===== src/rtl/banco_registradores.sv =====
// Register file with two combinational read ports, one synchronous write port and
// an asynchronous clear. Register 0 is hardwired to zero.
module banco_registradores #(
    parameter int DATA_WIDTH = 32,
    parameter int ADDR_WIDTH = 5
) (
    input  logic                  Clock,
    input  logic                  Reset,
    input  logic                  regWrite,
    input  logic [ADDR_WIDTH-1:0] regLeitura1,
    input  logic [ADDR_WIDTH-1:0] regLeitura2,
    input  logic [ADDR_WIDTH-1:0] regEscrita,
    input  logic [DATA_WIDTH-1:0] DadosEscrita,
    output logic [DATA_WIDTH-1:0] DadosLeitura1,
    output logic [DATA_WIDTH-1:0] DadosLeitura2
);

    localparam int NUM_REGS = 2 ** ADDR_WIDTH;

    // Read view of every register; entry 0 is a constant and has no storage.
    logic [DATA_WIDTH-1:0] rd_view [NUM_REGS];

    assign rd_view[0] = '0;

    genvar gi;
    generate
        for (gi = 1; gi < NUM_REGS; gi++) begin : gen_regs
            logic                  wr_en;
            logic [DATA_WIDTH-1:0] reg_q;
            logic [DATA_WIDTH-1:0] reg_d;

            assign wr_en = regWrite && (regEscrita == ADDR_WIDTH'(gi));

            always_comb begin
                reg_d = reg_q;
                if (wr_en) begin
                    reg_d = DadosEscrita;
                end
            end

            always_ff @(posedge Clock or posedge Reset) begin
                if (Reset) begin
                    reg_q <= '0;
                end else begin
                    reg_q <= reg_d;
                end
            end

            assign rd_view[gi] = reg_q;
        end
    endgenerate

    // No forwarding: a write in flight is only visible after the edge.
    assign DadosLeitura1 = rd_view[regLeitura1];
    assign DadosLeitura2 = rd_view[regLeitura2];

endmodule


===== config.mk =====
export PLATFORM = sky130hd
export DESIGN_NAME = banco_registradores
export DESIGN_NICKNAME = d
export VERILOG_FILES = /design/src/rtl/banco_registradores.sv
export SDC_FILE = /design/constraint.sdc
export NUM_CORES = 2
export LEC_CHECK = 0
export CAP_MARGIN = 30
export CORE_MARGIN = 1
export CORE_UTILIZATION = 63
export DETAILED_ROUTE_END_ITERATION = 12
export PLACE_DENSITY = 0.81
export SLEW_MARGIN = 40
export SYNTH_ARGS = -nofsm -noshare
export SYNTH_HDL_FRONTEND = slang
export SYNTH_SLANG_ARGS = --single-unit

===== constraint.sdc =====
create_clock -name Clock -period 41.2 [get_ports Clock]
set_input_delay 4.12 -clock Clock [delete_from_list [all_inputs] [get_ports Clock]]
set_output_delay 4.12 -clock Clock [all_outputs]
set_load 0.02 [all_outputs]

==> images/pdn.png <==
Bar = 100 microns. Pins as bars on the die edge.
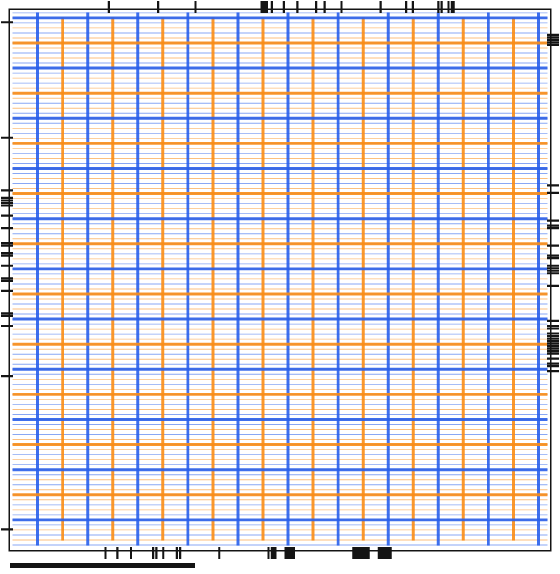
| net | colour |
|---|---|
| VSS | blue |
| VDD | orange |
met4 straps: 21
signal pins: 114
met5 straps: 21
rows: 106
core area: 83600 sq um
Worst VDD drop: 0.0338 mV
Die X-Extent: 293 microns
die height: 293 microns

==> images/cell_classes.png <==
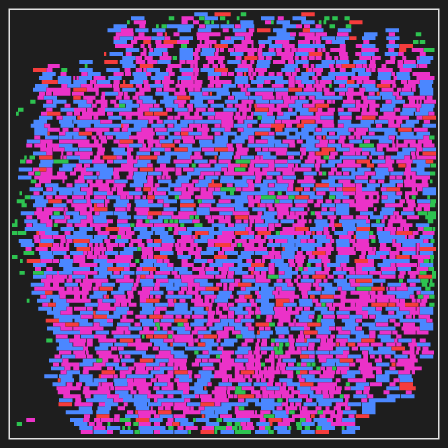
| class | colour | cells | share of their area |
|---|---|---|---|
| clock drivers and dummy loads | red | 192 | 6.4% |
| flip-flops | blue | 992 | 44% |
| other buffers and delay cells | green | 199 | 3.3% |
| all other logic | magenta | 2240 | 47% |
# rows: 106
fraction of area in registers: 42.5%

==> results.sh <==
# source this file to load flow results
export IMPL_path_class="in2out"
export IMPL_period_used_pct=29.8
export IMPL_ys_flop_type="dfrtp_1"
export IMPL_clock_skew_ns=0
export IMPL_ys_async_sr_fraction_pct=100
export IMPL_grt_overflow=0
export IMPL_gp_congestion=0.848
export IMPL_synth_cell_type_count=31
export IMPL_post_dp_hpwl_microns=92300
export IMPL_cts_root_buffer="clkbuf_16"
export IMPL_start_kind="input port"
export IMPL_synthXorXnorAreaFrac_pct=0
export IMPL_dr_pass1_iters=9
export IMPL_cp_max_fo=47
export IMPL_max_slew_margin_pct=35.6
export IMPL_drv_slew=0
export IMPL_grt_setup_unrepaired="false"
export IMPL_yosys_area_sq_um=53200
export IMPL_clock_power_share_pct=34.0
export IMPL_crit_path_cell_trace="buf_8 > buf_6 > buf_4 > buf_4 > mux4_2 > nand2_1 > and3_1 > o31ai_1 > clkdlybuf4s50_1"
export IMPL_p_per_area_nw_per_um2=50.3
export IMPL_ys_cells=3636
export IMPL_drive_gt1_share_pct=48.1
export IMPL_cts_buffers_inserted=105
export IMPL_port_buffers=113
export IMPL_synth_cells=3636
export IMPL_cap_violations=0
export IMPL_cts_hold_buf=0
export IMPL_antenna_found_initial=2
export IMPL_regMostFlops="gen_regs.reg_q"
export IMPL_clkLatencyLatePin_ns=0.68
export IMPL_ys_sh_adder_pct=0
export IMPL_ys_sh_mux_pct=41.6
export IMPL_arrival_ns=8.15
export IMPL_area_delta_synth_final_pct=9.79
export IMPL_warnings=36
export IMPL_fin_util_pct=69.9
export IMPL_initCoreUtil_pct=63.7
export IMPL_layout_top_cell="mux2_2"
export IMPL_cts_clk_slew_worst_paths_ns=0.06
export IMPL_max_freq_mhz=81.5
export IMPL_leakagePower_nw=25.5
export IMPL_ys_ff=992
export IMPL_pin_count=114
export IMPL_chipArea_sq_um=85600
export IMPL_hold_path_startpoint="gen_regs[28].reg_q[5]"
export IMPL_worst_r2r_startpoint="gen_regs[12].reg_q[20]"
export IMPL_fp_nets=3686
export IMPL_swShare_pct=27.8
export IMPL_mostFrequentLayoutCells="1009 x mux2_2, 992 x dfrtp_1, 384 x mux4_2, 192 x a22o_1, 160 x mux2i_1"
export IMPL_avgViaCountPerCell=7.58
export IMPL_synth_seq_share_pct=46.7
export IMPL_outcome="complete, no violations"
export IMPL_synth_area_sq_um=53200
export IMPL_top_logic_kind="multiplexers"
export IMPL_wl_per_cell_microns=34.9
export IMPL_grt_pass1_vias=37700
export IMPL_end_kind="output port"
export IMPL_drc=0
export IMPL_fin_tns_setup_ns=0
export IMPL_min_path_type="reg2reg"
export IMPL_numClockSinks=992
export IMPL_cp_required_ns=37.08
export IMPL_r2r_end="gen_regs[12].reg_q[20]"
export IMPL_setup_viol=0
export IMPL_largest_register_ffs=992
kinds of logic (layout without fill, tap and decap cells):
group | after synthesis | in the layout
mux | 1600 | 1600
simple gates | 189 | 189
flops | 992 | 992
buf+inv | 407 | 394
compound gates | 448 | 448
other cells | 0 | 1
metal layers:
metal / share of wire, % / up-vias / track usage (%)
li1: - / 13900 / -
met1: 37 / 18700 / 52.0
met2: 46 / 2422 / 60.3
met3: 11 / 653 / 10.5
met4: 5.8 / 2 / 19.8
met5: 0.0079 / - / 0
final cells by class:
cell class / instances / area, sq um
clock buffers: 156 / 3130
multi-input cells: 2237 / 26700
clock inverters: 36 / 505
well taps: 1080 / 1350
flip-flops and latches: 992 / 24800
inverters: 3 / 23.8
diodes: 1 / 2.50
fillers: 5314 / 25100
repair buffers: 199 / 1860
stage by stage:
stage	hold WS (ns)	cells	power (mW)	setup WS [ns]	instance area, sq um
floorplan	0.470	3636	1.76	9.17	53200
global placement	0.483	4500	1.89	27.95	54600
detailed placement	0.501	4508	1.94	28.52	54800
CTS	0.519	4700	2.93	28.52	58400
global route	0.539	4703	3.04	28.84	58400
finish	0.514	4704	2.94	28.93	58400
worst max-delay path by stage:
stage | cells past startpoint | end
floorplan | 1 | gen_regs[10].reg_q[0]
global placement | 9 | DadosLeitura1[22]
detailed placement | 9 | DadosLeitura1[22]
CTS | 9 | DadosLeitura1[22]
global route | 9 | DadosLeitura1[22]
finish | 9 | DadosLeitura1[22]
power by group through the flow:
stage	combinational, mW	clock [mW]	sequential [mW]
2_1_floorplan	0.483	0	1.27
3_3_place_gp	0.586	0	1.30
3_5_place_dp	0.615	0	1.32
4_1_cts	0.620	1.00	1.31
5_1_grt	0.659	1.04	1.34
6_report	0.623	0.998	1.32
No activity file was given, so power comes from the tool's default toggle rates.
